Run 1, pin map:
Pins as bars across the die edge, other pins in gray.
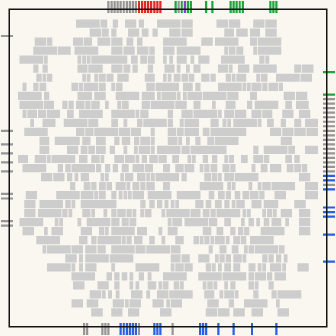
Run 1, metal 3:
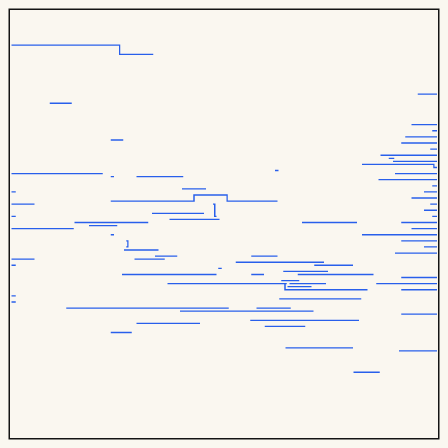
Run 1, sequential cells grouped by signal name:
Other sequential cells in the stronger gray, the rest of the logic in the fainter gray.
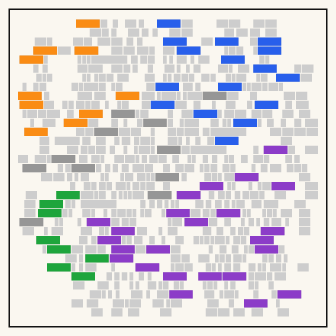
$ cat config.mk
export PLATFORM = sky130hd
export DESIGN_NAME = spi_sector_read_ctrl
export DESIGN_NICKNAME = d
export VERILOG_FILES = /design/src/rtl/spi_sector_read_ctrl_pkg.sv /design/src/rtl/sector_byte_counter.sv /design/src/rtl/spi_sector_read_ctrl.sv
export SDC_FILE = /design/constraint.sdc
export NUM_CORES = 1
export LEC_CHECK = 0
export CAP_MARGIN = 20
export CORE_MARGIN = 2
export CORE_UTILIZATION = 45
export CTS_BUF_LIST = sky130_fd_sc_hd__clkbuf_4
export DETAILED_ROUTE_END_ITERATION = 12
export GPL_TIMING_DRIVEN = 0
export PLACE_DENSITY = 0.74
export SLEW_MARGIN = 10
export SYNTH_ARGS = -nofsm -noshare
export SYNTH_HDL_FRONTEND = slang
export SYNTH_HIERARCHICAL = 1
export SYNTH_SLANG_ARGS = --single-unit
$ cat constraint.sdc
create_clock -name clk -period 4 [get_ports clk]
set_clock_uncertainty 0.15 [all_clocks]
set_input_delay 1.2 -clock clk [delete_from_list [all_inputs] [get_ports clk]]
set_output_delay 1.2 -clock clk [all_outputs]
set_load 0.05 [all_outputs]
$ cat src/rtl/spi_sector_read_ctrl_pkg.sv
// rtl/spi_sector_read_ctrl_pkg.sv - shared types and constants for the SPI sector read sequencer
package spi_sector_read_ctrl_pkg;

  // Sequencer states; the send states each carry exactly one byte in flight
  typedef enum logic [3:0] {
    IDLE,
    LOAD,
    CHECK,
    CMD,
    ADDR2,
    ADDR1,
    ADDR0,
    DATA,
    NEXT,
    ABORT,
    DONE
  } readState_t;

  // Flash READ opcode and the filler byte clocked out while reading data
  localparam logic [7:0] CMD_READ   = 8'h03;
  localparam logic [7:0] DUMMY_BYTE = 8'h00;

  // Width of a down-counter able to hold the value n itself
  function automatic int cntWidth(input int n);
    return $clog2(n) + 1;
  endfunction

endpackage

$ cat src/rtl/sector_byte_counter.sv
// rtl/sector_byte_counter.sv - per-sector data byte down-counter with last-byte flag
module sector_byte_counter #(
  parameter int SECTOR_BYTES = 512,
  parameter int CNT_W        = 10
) (
  input  logic clk,
  input  logic rst,
  input  logic load,
  input  logic dec,
  output logic lastByte
);

  logic [CNT_W-1:0] byteCnt;

  // Reload at the start of every sector, count down once per received byte
  always_ff @(posedge clk) begin
    if (rst) begin
      byteCnt <= '0;
    end else if (load) begin
      byteCnt <= CNT_W'(SECTOR_BYTES);
    end else if (dec && (byteCnt != '0)) begin
      byteCnt <= byteCnt - CNT_W'(1);
    end
  end

  assign lastByte = (byteCnt == CNT_W'(1));

endmodule

$ cat src/rtl/spi_sector_read_ctrl.sv
// rtl/spi_sector_read_ctrl.sv - multi-sector SPI flash READ sequencer into a local buffer
module spi_sector_read_ctrl
  import spi_sector_read_ctrl_pkg::*;
#(
  parameter int SECTOR_BYTES = 512,
  parameter int MEM_W        = 16
) (
  input  logic             clk,
  input  logic             rst,
  input  logic             start,
  input  logic             abort,
  input  logic [7:0]       sectorCount,
  input  logic [23:0]      startAddr,
  output logic             initS,
  output logic             ldS,
  output logic             decS,
  output logic [7:0]       cntIn,
  input  logic             finished,
  output logic             spiCsN,
  output logic             spiStart,
  output logic [7:0]       spiTxData,
  input  logic             spiDone,
  input  logic [7:0]       spiRxData,
  output logic             memWe,
  output logic [MEM_W-1:0] memAddr,
  output logic [7:0]       memData,
  output logic             busy,
  output logic             done,
  output logic             aborted
);

  localparam int CNT_W = cntWidth(SECTOR_BYTES);

  readState_t  state;
  logic [23:0] flashAddr;
  logic        inFlight;
  logic        lastByte;
  logic        byteLoad;

  // Counter load happens on the same cycle the job is accepted
  assign ldS   = (state == IDLE) && start;
  assign cntIn = ldS ? sectorCount : 8'h00;

  // Buffer writes follow spiDone directly so data is captured with zero latency
  assign memWe   = (state == DATA) && spiDone;
  assign memData = memWe ? spiRxData : 8'h00;

  // The abort path may only release the sector counter once no byte is pending
  assign initS = (state == ABORT) && (!inFlight || spiDone);

  // Arm the byte counter as the last address byte completes
  assign byteLoad = (state == ADDR0) && spiDone;

  sector_byte_counter #(
    .SECTOR_BYTES (SECTOR_BYTES),
    .CNT_W        (CNT_W)
  ) u_byteCounter (
    .clk      (clk),
    .rst      (rst),
    .load     (byteLoad),
    .dec      (memWe),
    .lastByte (lastByte)
  );

  // Main sequencer: state, addresses and all registered outputs
  always_ff @(posedge clk) begin
    if (rst) begin
      state     <= IDLE;
      flashAddr <= '0;
      memAddr   <= '0;
      spiCsN    <= 1'b1;
      spiStart  <= 1'b0;
      spiTxData <= 8'h00;
      inFlight  <= 1'b0;
      decS      <= 1'b0;
      busy      <= 1'b0;
      done      <= 1'b0;
      aborted   <= 1'b0;
    end else begin
      spiStart <= 1'b0;
      decS     <= 1'b0;
      done     <= 1'b0;
      if (spiDone) begin
        inFlight <= 1'b0;
      end
      if (memWe) begin
        memAddr <= memAddr + MEM_W'(1);
      end

      case (state)
        IDLE: begin
          aborted <= 1'b0;
          if (start) begin
            flashAddr <= startAddr;
            memAddr   <= '0;
            busy      <= 1'b1;
            state     <= LOAD;
          end
        end

        ABORT: begin
          if (initS) begin
            spiCsN  <= 1'b1;
            done    <= 1'b1;
            aborted <= 1'b1;
            state   <= DONE;
          end
        end

        DONE: begin
          busy    <= 1'b0;
          aborted <= 1'b0;
          state   <= IDLE;
        end

        default: begin
          if (abort) begin
            // A pending byte keeps inFlight set; ABORT waits on it
            state <= ABORT;
          end else begin
            case (state)
              LOAD: begin
                state <= CHECK;
              end

              CHECK: begin
                if (finished) begin
                  done  <= 1'b1;
                  state <= DONE;
                end else begin
                  spiCsN    <= 1'b0;
                  spiStart  <= 1'b1;
                  spiTxData <= CMD_READ;
                  inFlight  <= 1'b1;
                  state     <= CMD;
                end
              end

              CMD: begin
                if (spiDone) begin
                  spiStart  <= 1'b1;
                  spiTxData <= flashAddr[23:16];
                  inFlight  <= 1'b1;
                  state     <= ADDR2;
                end
              end

              ADDR2: begin
                if (spiDone) begin
                  spiStart  <= 1'b1;
                  spiTxData <= flashAddr[15:8];
                  inFlight  <= 1'b1;
                  state     <= ADDR1;
                end
              end

              ADDR1: begin
                if (spiDone) begin
                  spiStart  <= 1'b1;
                  spiTxData <= flashAddr[7:0];
                  inFlight  <= 1'b1;
                  state     <= ADDR0;
                end
              end

              ADDR0: begin
                if (spiDone) begin
                  spiStart  <= 1'b1;
                  spiTxData <= DUMMY_BYTE;
                  inFlight  <= 1'b1;
                  state     <= DATA;
                end
              end

              DATA: begin
                if (spiDone) begin
                  if (lastByte) begin
                    // Close the transaction and step to the next sector
                    spiCsN    <= 1'b1;
                    decS      <= 1'b1;
                    flashAddr <= flashAddr + 24'(SECTOR_BYTES);
                    state     <= NEXT;
                  end else begin
                    spiStart  <= 1'b1;
                    spiTxData <= DUMMY_BYTE;
                    inFlight  <= 1'b1;
                  end
                end
              end

              NEXT: begin
                state <= CHECK;
              end

              default: begin
                state <= IDLE;
              end
            endcase
          end
        end
      endcase
    end
  end

endmodule

==> GITHUB_STEP_SUMMARY, run 1 <==
### Yosys + OpenROAD results

| Metric | Value |
|---|---|
| Final Hold Violation Tally | `0` |
| Area growth syn-to-layout | `33.0%` |
| N_diodes | `0` |
| OpenROAD warnings | `28` |
| FILL cells | `777` |
| DR pass1 iterations | `4` |
| Avg Vias per Cell | `5.58` |
| Initial Utilization | `46.0%` |
| Core Util, Final | `61.2%` |
| Largest area contributor in the netlist | `dfxtp_1` |
| Logic pwr share | `38.8%` |
| Worst Max-Slew Pin Slew | `0.746 ns` |
| Worst hold endpoint | `flashAddr[8]` |
| Net switching power | `0.928 mW` |
| Top sig layer | `met4` |
| Combinational share of cell area | `43.5%` |
| Core box area | `0.00813 mm^2` |
| Worst Reg2Reg Path Length in Cells | `8` |
| Seq pwr | `0.826 mW` |
| Met1 wire length | `4590 um` |
| Largest net degree at the start of global routing | `16` |
| Internal Pwr Total | `1.47 mW` |
| Setup WS post-layout | `0.123 ns` |
| Crit path depth | `4` |
| YS chip area | `0.00374 mm^2` |
| Pwr per Cell Area | `482 mW/mm^2` |
| Reg clk slew, reported paths | `0.11 ns` |
| Largest reg by FF count | `flashAddr` |
| Final #Nets | `630` |
| Chip area | `0.00906 mm^2` |
| Top non-seq family | `simple AND/OR/NAND/NOR gates` |
| Outcome | `completed` |
| GRT Max-Usage Layer | `met2` |
| Area share of buffers outside the clock network | `20.9%` |
| Ys cells | `475` |
| Largest delay share family, worst path | `buffers and inverters` |
| Syn_area_per_cell | `7.88 um^2` |
| Worst reg2reg startpoint | `u_byteCounter/byteCnt[5]` |
| Post-Synth Adder-Cell Area | `1.67%` |
| Share of the synthesized area in the top cell type | `36.9%` |
| Mapped Nets | `526` |
| Clock buffer count | `9` |
| Routed Antenna Nets | `0` |
| Total CTS buffers | `9` |
| Worst-path fanout max | `15` |
| Initial DRC Count | `270` |
| Final instance area | `0.00498 mm^2` |
| Placed cell area | `0.00482 mm^2` |
| Initial antenna violation count | `0` |
| Distinct cell type count of the synthesized netlist | `57` |
| Clock network area share | `4.12%` |
| First-pass GRT wire length | `16400 um` |
| Hold-fix buffer count after cts | `0` |
| Most frequent cells in the layout | `clkdlybuf4s50_1, dfxtp_1, nor2_1` |
| Tot Pwr | `2.40 mW` |
| Critical path type | `in -> out` |
| Ys async rst share | `0%` |
| Syn. warnings | `6` |
| Met2 Routed Length | `5000 um` |
| P_comb | `0.932 mW` |
| Worst hold start | `flashAddr[8]` |
| Synth Seq Share | `36.9%` |
| Post-CTS resize count | `71` |
| Gr ovfl total | `0` |
| GR Util met2 | `38.2%` |
| IO buf count | `94` |
| Max VDD drop | `0.000230 V` |
| Die X | `95.2 um` |
| Clock Power Share | `26.7%` |
| Critical Path AT | `2.53 ns` |
| Mapped cell area | `0.00374 mm^2` |
| Crit path DRT | `2.65 ns` |
## Picture notes: 'pin map'
[memData] red | pins: 8 | direction: output | edge: top
[startAddr] blue | pins: 24 | direction: input | edge: 16 bottom, 8 right
[spiDone] purple | pins: 1 | direction: input | edge: top
[memAddr] green | pins: 16 | direction: output | edge: 14 top, 2 right

## Picture notes: 'metal 3'
share of all routed wire: 6.9%
longest straight run: 35.9 um
nets with wire on the layer: 67
total number of vias: 3844
M3 GR Usage: 4.35%
DRT Wirelength: 10400 um

## Picture notes: 'sequential cells grouped by signal name'
[spiTxData] green | sequential cells: 8 | where: lower left
[u_byteCounter/byteCnt] orange | sequential cells: 10 | where: upper left
[flashAddr] purple | sequential cells: 24
[memAddr] blue | sequential cells: 16
not colored: 11

Run 1, routing congestion:
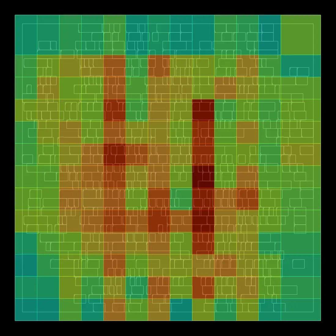

--- run 2 (diff from run 1) ---
Settings changed: ABC_CLOCK_PERIOD_IN_PS from default to 4000, CORE_UTILIZATION 45 to 50, PLACE_DENSITY 0.74 to 0.81.
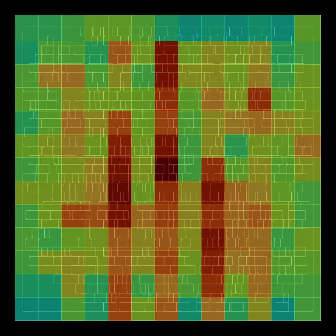
Run 2: routing congestion
DR WL/cell: 15.1 um
M3 GR Usage: 5.76%

==> GITHUB_STEP_SUMMARY, run 2 <==
### Yosys + OpenROAD results

| Metric | Value |
|---|---|
| Tot Pwr | `2.20 mW` |
| Seq pwr | `0.830 mW` |
| XOR Share, Synth | `4.21%` |
| Internal Pwr Total | `1.29 mW` |
| CP max stage cell | `clkdlybuf4s50_1` |
| Initial antenna violation count | `0` |
| CTS Root Cell | `clkbuf_4` |
| Seq/total area | `28.0%` |
| Clock network area share | `2.36%` |
| Worst reg2reg startpoint | `u_byteCounter/byteCnt[5]` |
| Routed wl met3 | `740 um` |
| Avg Vias per Cell | `5.71` |
| Vias in the first global route | `3598` |
| # Taps | `99` |
| Reg2reg setup slack | `1.21 ns` |
| Power Clock | `0.419 mW` |
| Flip-flops with a built-in enable | `0` |
| Area fraction in mux cells | `2.41%` |
| Area growth syn-to-layout | `31.6%` |
| Grt met1 use | `32.0%` |
| Biggest Area Class | `combinational gates` |
| Unrepaired setup endpoints after global routing | `no` |
| Gr ovfl total | `0` |
| Top pwr grp | `combinational logic` |
| FILL cells | `609` |
| Non-clk bufs | `125` |
| Most frequent cell after synthesis | `dfxtp_1` |
| Setup-failing EPs final | `0` |
| CTS tree | `done` |
| Total CTS buffers | `9` |
| Critical path type | `in -> out` |
| Largest reg by FF count | `flashAddr` |
| Most frequent cells in the layout | `clkdlybuf4s50_1, dfxtp_1, nor2_1` |
| Setup TNS | `0 ns` |
| Worst hold endpoint | `flashAddr[6]` |
| Critical-path cell list | `clkdlybuf4s50_1, nand2_1, inv_2, buf_2` |
| P_comb | `0.951 mW` |
| Hold-fix buffer count after cts | `0` |
| MaxCap Viol Count | `0` |
| Ys cells | `475` |
| Longest Clk Path Bufs | `2` |
| Top post-synthesis cells by area | `dfxtp_1, nor2_1, a21oi_1, nand2_1, o21ai_0` |
| Syn_area_per_cell | `7.88 um^2` |
| Placed cell area | `0.00481 mm^2` |
| Crit. Startpoint | `start` |
| Crit path depth | `4` |
| Crit path DRT | `2.65 ns` |
| Yosys reg bits | `69` |
| Clock Power Share | `19.0%` |
| Largest area contributor in the netlist | `dfxtp_1` |
| Synth Seq Share | `36.9%` |
| Total clock sinks | `69` |
| Startpoint types | `primary input` |
| Chip area | `0.00820 mm^2` |
| Gate Area | `0.00217 mm^2` |
| Slew headroom | `50.2%` |
| Clock buffer count | `10` |
| HP Class | `reg -> reg` |
| Switching fraction of total power | `41.3%` |
| YS chip area | `0.00374 mm^2` |
| Met2 Routed Length | `4990 um` |
| GR Util met2 | `40.9%` |
| Ys flop type | `dfxtp_1` |
| Critical Path AT | `2.51 ns` |
| OpenROAD warnings | `28` |
| Final Cycle Share | `96.4%` |
| GRT Max-Usage Layer | `met2` |
| Io pins | `95` |
| Most frequent cells after synthesis | `dfxtp_1, nor2_1, nand2_1, a21oi_1, o21ai_0` |
| Top non-seq family | `simple AND/OR/NAND/NOR gates` |
| Setup crit end kind | `primary output` |
| Initial Utilization | `51.6%` |
| Largest net degree at the start of global routing | `16` |
| Share of the synthesized area in the top cell type | `36.9%` |
| Fin cells | `682` |
| Setup WS post-layout | `0.143 ns` |
| DR pass1 iterations | `6` |
| Syn. warnings | `6` |
| Logic pwr share | `43.2%` |
| Number of flip-flops under the largest register name | `24` |
| Inverter count | `15` |
| F_max | `259 MHz` |
| FF+latch area | `0.00138 mm^2` |
| Routed Antenna Nets | `0` |
| Largest delay share family, worst path | `buffers and inverters` |
| Worst Reg2Reg Path Length in Cells | `9` |
| Outcome | `completed` |
| Yosys aoi share | `21.6%` |
| Post-Synth Adder-Cell Area | `1.67%` |
| Pwr per Cell Area | `447 mW/mm^2` |
| WHS | `0.315 ns` |
| Combinational share of cell area | `44.1%` |
| Post-CTS setup buffers | `1` |
| Synth Area in Simple Gates | `27.7%` |
| Share of cells above drive strength 1 | `10.1%` |
| Final #Nets | `631` |
| N_diodes | `0` |
| Net switching power | `0.909 mW` |
| Flop pwr share | `37.7%` |
| Mapped Nets | `526` |
| Post-CTS resize count | `85` |
| Distinct cell type count of the synthesized netlist | `57` |
| Ys async rst share | `0%` |
| Post-layout min period | `3.86 ns` |
| Initial DRC Count | `258` |
| Worst Max-Slew Pin Slew | `0.741 ns` |
| Top sig layer | `met4` |
| Worst-path fanout max | `15` |
| Worst Path Buf+Inv | `3` |
| Leak | `1.81 nW` |
| # rows | `31` |
| Registers | `69` |
| Final Slew Violations | `0` |
| Total number of vias | `3893` |
| Worst reg2reg endpoint | `flashAddr[19]` |
| Area share of buffers outside the clock network | `21.9%` |
| Syn Inst Count | `475` |
| DRT Wirelength | `10300 um` |
| Gp weighted congestion | `0.941` |
| Reg clk slew, reported paths | `0.10 ns` |
| Drc violations | `0` |
| Met1 wire length | `4450 um` |
| Pre-CTS setup slack | `-1.08 ns` |
| First-pass GRT wire length | `16700 um` |
| Detailed placer's ending HPWL | `7540 um` |
| H-tree depth | `3` |
| MI comb cells | `360` |
| Most frequent logic cell in the layout | `clkdlybuf4s50_1` |
| Top Registers | `flashAddr: 24 flops, memAddr: 16 flops, u_byteCounter/byteCnt: 10 flops` |
| Worst hold start | `flashAddr[6]` |
| Final instance area | `0.00492 mm^2` |
| Placed cell count | `668` |
| Max VDD drop | `0.000232 V` |
| Clk_lat worst skew | `0.42 ns` |
| Worst hold stages | `2` |
| Core box area | `0.00725 mm^2` |
| GR Util All Layers | `24.8%` |
| Mapped cell area | `0.00374 mm^2` |
| Final Hold Violation Tally | `0` |
| Core Util, Final | `67.9%` |
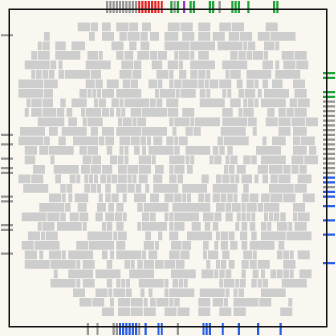
Run 2: pin map
Pins as bars across the die edge, other pins in gray.
[memAddr] green | pins: 16 | direction: output | edge: 12 top, 4 right
[memData] red | pins: 8 | direction: output | edge: top
[spiDone] purple | pins: 1 | direction: input | edge: top
[startAddr] blue | pins: 24 | direction: input | edge: 16 bottom, 8 right
IO buf count: 94
die height: 90.5 um
Die X: 90.5 um

Run 2, metal 3:
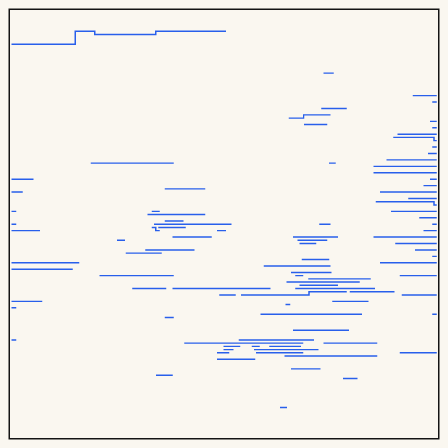

--- run 3 (diff from run 2) ---
Settings changed: SKIP_CTS_REPAIR_TIMING from default to 1.
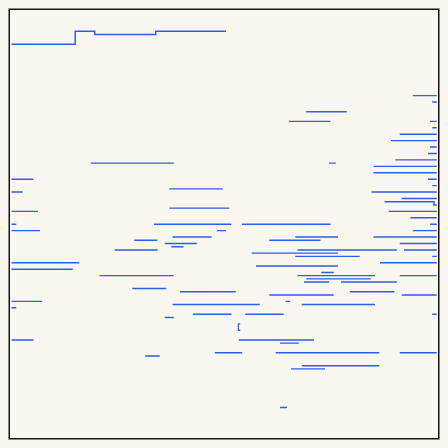
Run 3: metal 3
wire length on this layer: 729 um
share of all routed wire: 7.1%
nets with wire on the layer: 74
longest straight run: 21.6 um

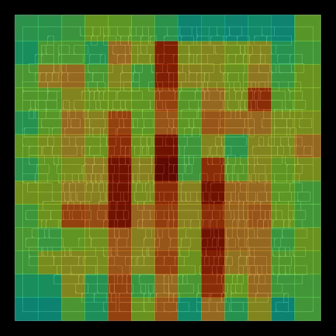
Run 3: routing congestion
GR Util All Layers: 24.6%
GRT Max-Usage Layer: met2
DR WL/cell: 15.0 um
Core Util, Final: 67.3%
grt met1 use: 32.1%

==> GITHUB_STEP_SUMMARY, run 3 <==
### Yosys + OpenROAD results

| Metric | Value |
|---|---|
| Synth Seq Share | `36.9%` |
| Flop pwr share | `37.9%` |
| Top post-synthesis cells by area | `dfxtp_1, nor2_1, a21oi_1, nand2_1, o21ai_0` |
| MI comb cells | `360` |
| Most frequent cells in the layout | `clkdlybuf4s50_1, dfxtp_1, nor2_1` |
| Net switching power | `0.906 mW` |
| IO buf count | `94` |
| H-tree depth | `3` |
| Mapped Nets | `526` |
| Combinational share of cell area | `44.4%` |
| Outcome | `completed` |
| Gp weighted congestion | `0.941` |
| N_diodes | `0` |
| Placed cell area | `0.00481 mm^2` |
| Syn. warnings | `6` |
| Most frequent cell after synthesis | `dfxtp_1` |
| Largest area contributor in the netlist | `dfxtp_1` |
| Biggest Area Class | `combinational gates` |
| F_max | `258 MHz` |
| Top Registers | `flashAddr: 24 flops, memAddr: 16 flops, u_byteCounter/byteCnt: 10 flops` |
| Non-clk bufs | `127` |
| Initial Utilization | `51.6%` |
| Internal Pwr Total | `1.28 mW` |
| Gr ovfl total | `0` |
| OpenROAD warnings | `28` |
| Crit path depth | `4` |
| Leak | `1.86 nW` |
| DR pass1 iterations | `5` |
| Worst Max-Slew Pin Slew | `0.738 ns` |
| Most frequent cells after synthesis | `dfxtp_1, nor2_1, nand2_1, a21oi_1, o21ai_0` |
| Met2 Routed Length | `4960 um` |
| Flip-flops with a built-in enable | `0` |
| Post-layout min period | `3.87 ns` |
| M3 GR Usage | `5.76%` |
| CP max stage cell | `clkdlybuf4s50_1` |
| Worst reg2reg startpoint | `u_byteCounter/byteCnt[5]` |
| MaxCap Viol Count | `0` |
| Slew headroom | `50.4%` |
| Startpoint types | `primary input` |
| Vias in the first global route | `3585` |
| Top sig layer | `met4` |
| Die height | `90.5 um` |
| Syn_area_per_cell | `7.88 um^2` |
| Crit. Startpoint | `start` |
| Worst-path fanout max | `15` |
| Share of cells above drive strength 1 | `10.3%` |
| Gate Area | `0.00217 mm^2` |
| Clock buffer count | `10` |
| Max VDD drop | `0.000231 V` |
| Mapped cell area | `0.00374 mm^2` |
| Clk_lat worst skew | `0.42 ns` |
| Met1 wire length | `4470 um` |
| Tot Pwr | `2.19 mW` |
| Worst hold endpoint | `flashAddr[6]` |
| YS chip area | `0.00374 mm^2` |
| Ys async rst share | `0%` |
| Setup-failing EPs final | `0` |
| Area share of buffers outside the clock network | `21.2%` |
| Power Clock | `0.418 mW` |
| Critical Path AT | `2.52 ns` |
| Clock Power Share | `19.1%` |
| # rows | `31` |
| Die X | `90.5 um` |
| Final Cycle Share | `96.9%` |
| Distinct cell type count of the synthesized netlist | `57` |
| Worst Reg2Reg Path Length in Cells | `9` |
| Drc violations | `0` |
| Worst hold start | `flashAddr[6]` |
| Number of flip-flops under the largest register name | `24` |
| Ys cells | `475` |
| Seq/total area | `28.3%` |
| Total number of vias | `3883` |
| Total clock sinks | `69` |
| Reg clk slew, reported paths | `0.10 ns` |
| Largest reg by FF count | `flashAddr` |
| Clock network area share | `2.38%` |
| Total CTS buffers | `9` |
| Top non-seq family | `simple AND/OR/NAND/NOR gates` |
| First-pass GRT wire length | `16700 um` |
| Worst reg2reg endpoint | `flashAddr[19]` |
| XOR Share, Synth | `4.21%` |
| Inverter count | `15` |
| Syn Inst Count | `475` |
| Yosys aoi share | `21.6%` |
| Placed cell count | `668` |
| Detailed placer's ending HPWL | `7540 um` |
| Crit path DRT | `2.65 ns` |
| Avg Vias per Cell | `5.68` |
| Most frequent logic cell in the layout | `clkdlybuf4s50_1` |
| Final #Nets | `633` |
| Unrepaired setup endpoints after global routing | `no` |
| Setup WS post-layout | `0.126 ns` |
| HP Class | `reg -> reg` |
| Post-Synth Adder-Cell Area | `1.67%` |
| FILL cells | `619` |
| Switching fraction of total power | `41.4%` |
| Synth Area in Simple Gates | `27.7%` |
| Seq pwr | `0.830 mW` |
| Pre-CTS setup slack | `-1.08 ns` |
| Pwr per Cell Area | `448 mW/mm^2` |
| Critical-path cell list | `clkdlybuf4s50_1, nand2_1, inv_2, clkbuf_2` |
| Io pins | `95` |
| FF+latch area | `0.00138 mm^2` |
| Yosys reg bits | `69` |
| Ys flop type | `dfxtp_1` |
| Share of the synthesized area in the top cell type | `36.9%` |
No activity file was given, so power comes from the tool's default toggle rates.
